`src/rtl/spw_txbuf.sv`:
```
// SpaceWire transmit buffer: first-word-fall-through FIFO between the host
// write port and the transmitter, with fill-level flags and sticky
// overflow/underflow error flags.
module spw_txbuf #(
    parameter int unsigned DW        = 8,
    parameter int unsigned AW        = 4,
    parameter int unsigned AFULL_LVL = 12
) (
    input  logic          CLK_i,
    input  logic          RST_i,
    input  logic          wr_txbuf_i,
    input  logic [DW-1:0] txbuf_data_i,
    output logic          txbuf_full_o,
    output logic          txbuf_afull_o,
    output logic [DW-1:0] tx_data_o,
    output logic          tx_valid_o,
    input  logic          tx_rd_i,
    output logic [AW:0]   txbuf_count_o,
    output logic          ovf_err_o,
    output logic          udf_err_o,
    input  logic          clr_err_i
);

    localparam int unsigned DEPTH = 32'd1 << AW;
    localparam int unsigned CW    = AW + 1;

    logic [1:0]    r_rst_sync;
    logic          w_rst_n;

    logic [DW-1:0] r_mem [DEPTH];
    logic [AW-1:0] r_wr_ptr;
    logic [AW-1:0] r_rd_ptr;
    logic [CW-1:0] r_count;
    logic [CW-1:0] w_count_nxt;
    logic          r_ovf;
    logic          r_udf;

    logic          w_full;
    logic          w_valid;
    logic          w_wr_acc;
    logic          w_rd_acc;
    logic          w_ovf_set;
    logic          w_udf_set;

    // Reset synchronizer: assertion passes straight through, release is
    // delayed two clock edges so the FIFO leaves reset cleanly.
    always_ff @(posedge CLK_i or negedge RST_i) begin
        if (!RST_i) begin
            r_rst_sync <= 2'b00;
        end else begin
            r_rst_sync <= {r_rst_sync[0], 1'b1};
        end
    end

    assign w_rst_n = r_rst_sync[1];

    // Status decodes from the registered count only.
    always_comb begin
        w_full    = (r_count == CW'(DEPTH));
        w_valid   = (r_count != '0);
        w_wr_acc  = wr_txbuf_i && !w_full;
        w_rd_acc  = tx_rd_i && w_valid;
        w_ovf_set = wr_txbuf_i && w_full;
        w_udf_set = tx_rd_i && !w_valid;
    end

    // Fill-level update: +1 write-only, -1 pop-only, else hold.
    always_comb begin
        w_count_nxt = r_count;
        unique case ({w_wr_acc, w_rd_acc})
            2'b10:   w_count_nxt = r_count + CW'(1);
            2'b01:   w_count_nxt = r_count - CW'(1);
            default: w_count_nxt = r_count;
        endcase
    end

    // Storage array: no reset, contents only visible while count > 0.
    always_ff @(posedge CLK_i) begin
        if (w_wr_acc) begin
            r_mem[r_wr_ptr] <= txbuf_data_i;
        end
    end

    // Pointers, fill count and sticky error flags; a new error beats a clear.
    always_ff @(posedge CLK_i or negedge w_rst_n) begin
        if (!w_rst_n) begin
            r_wr_ptr <= '0;
            r_rd_ptr <= '0;
            r_count  <= '0;
            r_ovf    <= 1'b0;
            r_udf    <= 1'b0;
        end else begin
            if (w_wr_acc) begin
                r_wr_ptr <= r_wr_ptr + AW'(1);
            end
            if (w_rd_acc) begin
                r_rd_ptr <= r_rd_ptr + AW'(1);
            end
            r_count <= w_count_nxt;
            r_ovf   <= w_ovf_set || (r_ovf && !clr_err_i);
            r_udf   <= w_udf_set || (r_udf && !clr_err_i);
        end
    end

    // Output drive; head data is forced to zero when nothing is queued.
    always_comb begin
        txbuf_full_o  = w_full;
        txbuf_afull_o = (r_count >= CW'(AFULL_LVL));
        tx_valid_o    = w_valid;
        tx_data_o     = w_valid ? r_mem[r_rd_ptr] : '0;
        txbuf_count_o = r_count;
        ovf_err_o     = r_ovf;
        udf_err_o     = r_udf;
    end

endmodule

```
`config.mk`:
```
export PLATFORM = sky130hd
export DESIGN_NAME = spw_txbuf
export DESIGN_NICKNAME = d
export VERILOG_FILES = /design/src/rtl/spw_txbuf.sv
export SDC_FILE = /design/constraint.sdc
export NUM_CORES = 1
export LEC_CHECK = 0
export CAP_MARGIN = 40
export CORE_ASPECT_RATIO = 1.1
export CORE_MARGIN = 10
export CORE_UTILIZATION = 50
export DETAILED_ROUTE_END_ITERATION = 8
export GPL_ROUTABILITY_DRIVEN = 0
export PLACE_DENSITY_LB_ADDON = 0.2
export SYNTH_ARGS = -nofsm -noshare
export SYNTH_HDL_FRONTEND = slang
export SYNTH_SLANG_ARGS = --single-unit
```
`constraint.sdc`:
```
create_clock -name CLK_i -period 2.3 [get_ports CLK_i]
set_input_delay 0.46 -clock CLK_i [delete_from_list [all_inputs] [get_ports CLK_i]]
set_output_delay 0.46 -clock CLK_i [all_outputs]
set_load 0.01 [all_outputs]
```
==> flow_metrics.env <==
# flow metrics
export IMPL_flop_count=145
export IMPL_final_report_setup_violation_count=8
export IMPL_simple_gate_share=0.03381
export IMPL_yosys_dominant_comb_family="multiplexers"
export IMPL_routed_wire_length_per_instance_um=22.27
export IMPL_timing_critical_path_from_type="register"
export IMPL_ir_drop_mv=0.7074
export IMPL_register_area_sq_mm=0.004272
export IMPL_met3_length_um=744
export IMPL_gr_usage_met1=0.1937
export IMPL_power_report_internal_total_w=0.006837
export IMPL_tritoncts_num_buffers=17
export IMPL_achievable_freq_mhz=400.3
export IMPL_post_route_period_util=1.086
export IMPL_status="complete, but fails checks"
export IMPL_worst_slack_setup_final_ns=-0.1981
export IMPL_holdBufCountCts=0
export IMPL_unrepaired_setup_endpoints_after_global_routing="yes"
export IMPL_failed_checks="setup timing"
export IMPL_capture_point_of_the_worst_reg_to_reg_path="txbuf_count_o[4]"
[sequential cells by signal, summed over array words and instances (netlist names)]
signal,cells
r_rst_sync,2
r_mem,128
r_rd_ptr,4
txbuf_count_o,5
udf_err_o,1
r_wr_ptr,4
ovf_err_o,1
[critical path, cell delays in order (launching register included)]
cell                      delay (ns)
sky130_fd_sc_hd__dfrtp_2        0.42
sky130_fd_sc_hd__buf_12         0.13
sky130_fd_sc_hd__buf_12         0.14
sky130_fd_sc_hd__mux4_2         0.51
sky130_fd_sc_hd__mux2i_2        0.19
sky130_fd_sc_hd__o22ai_1        0.11
sky130_fd_sc_hd__buf_2          0.15
[how the worst max path moves through the flow]
stage                startpoint               end  cells past startpoint
2_1_floorplan  txbuf_count_o[1]  txbuf_count_o[4]                     11
3_3_place_gp        r_rd_ptr[1]      tx_data_o[3]                      5
3_5_place_dp         wr_txbuf_i  txbuf_count_o[4]                     10
4_1_cts             r_rd_ptr[1]      tx_data_o[2]                      6
5_1_grt             r_rd_ptr[1]      tx_data_o[3]                      6
6_report            r_rd_ptr[1]      tx_data_o[3]                      6
[Yosys cell counts]
cell type                    n
sky130_fd_sc_hd__o31ai_1     1
sky130_fd_sc_hd__o22ai_1     8
sky130_fd_sc_hd__and2_1      1
sky130_fd_sc_hd__a22o_1      1
sky130_fd_sc_hd__and3b_1     2
sky130_fd_sc_hd__buf_1       1
sky130_fd_sc_hd__a21boi_1    1
sky130_fd_sc_hd__mux2_2      2
sky130_fd_sc_hd__mux2i_1    16
sky130_fd_sc_hd__nor2b_1     1
sky130_fd_sc_hd__o21ai_0     3
sky130_fd_sc_hd__buf_2       6
sky130_fd_sc_hd__inv_1       6
sky130_fd_sc_hd__buf_6       3
sky130_fd_sc_hd__a21oi_1     3
sky130_fd_sc_hd__conb_1      1
sky130_fd_sc_hd__xnor2_1     7
sky130_fd_sc_hd__dfrtp_1    17
sky130_fd_sc_hd__edfxtp_1  128
sky130_fd_sc_hd__nor2_1     13
sky130_fd_sc_hd__nor4_4      1
sky130_fd_sc_hd__xor2_1      6
sky130_fd_sc_hd__a22oi_1     1
sky130_fd_sc_hd__a21boi_2    1
sky130_fd_sc_hd__a32oi_1     1
sky130_fd_sc_hd__a32o_1      1
sky130_fd_sc_hd__ha_1        8
sky130_fd_sc_hd__buf_4       2
sky130_fd_sc_hd__nand4_1     2
sky130_fd_sc_hd__nor3_1      5
sky130_fd_sc_hd__nand2b_1    3
sky130_fd_sc_hd__nand2_1    11
sky130_fd_sc_hd__mux4_2     32
sky130_fd_sc_hd__clkbuf_1    2
sky130_fd_sc_hd__clkbuf_2    1
[power groups by stage]
| stage | clock network, W | registers, W | logic, W |
|---|---|---|---|
| 3_3_place_gp | 0 | 0.00348 | 0.00319 |
| 3_5_place_dp | 0 | 0.00349 | 0.00322 |
| 6_report | 0.00285 | 0.00345 | 0.00332 |
| 4_1_cts | 0.00289 | 0.00345 | 0.00337 |
| 2_1_floorplan | 0 | 0.00344 | 0.00194 |
| 5_1_grt | 0.00301 | 0.00348 | 0.00360 |
### Met1 routing

Bar = 20 um.
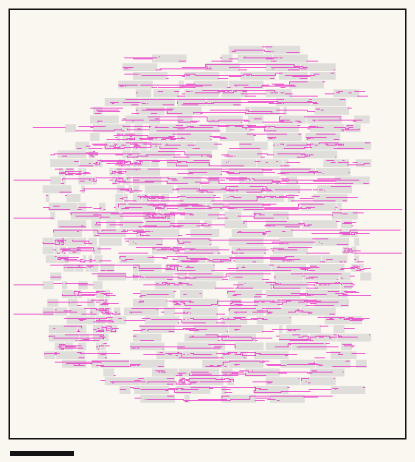
main direction: horizontal
longest straight run: 50.6 um
wire length on this layer: 4980 um
nets with wire on the layer: 364
total number of vias: 2980
total routed wirelength: 11940 um

### The metal 2 layer

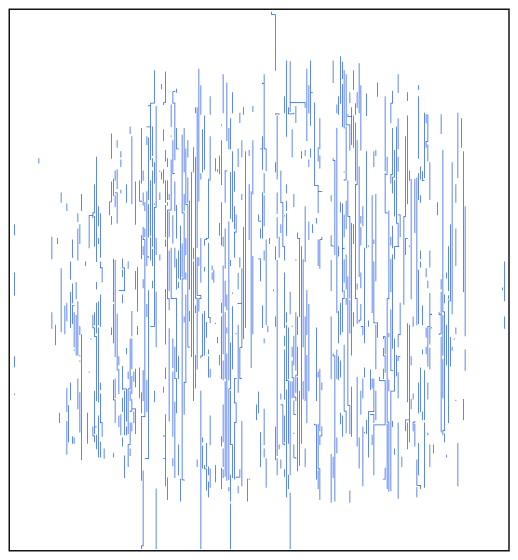
nets with wire on the layer: 357
main direction: vertical
met2 Resource Use GR: 0.2475

### M3 wires

Bar = 20 um.
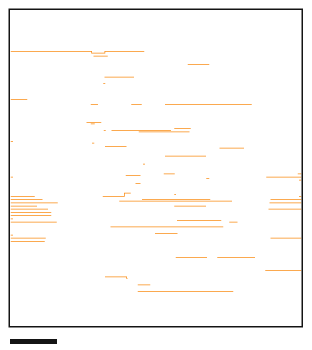
share of all routed wire: 6.2%
nets with wire on the layer: 43
routing usage on met3: 0.04649

### Drive-strength map

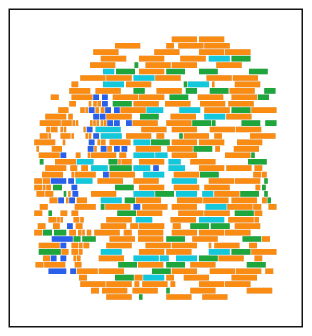
[drive 2] green | cells: 61
[drive 1 or less] orange | cells: 256
[drive 3 to 4] blue | cells: 35
[drive 6 and up] cyan | cells: 34
area grow syn2layout: 24.97%
post-route cell area: 0.007307 sq mm

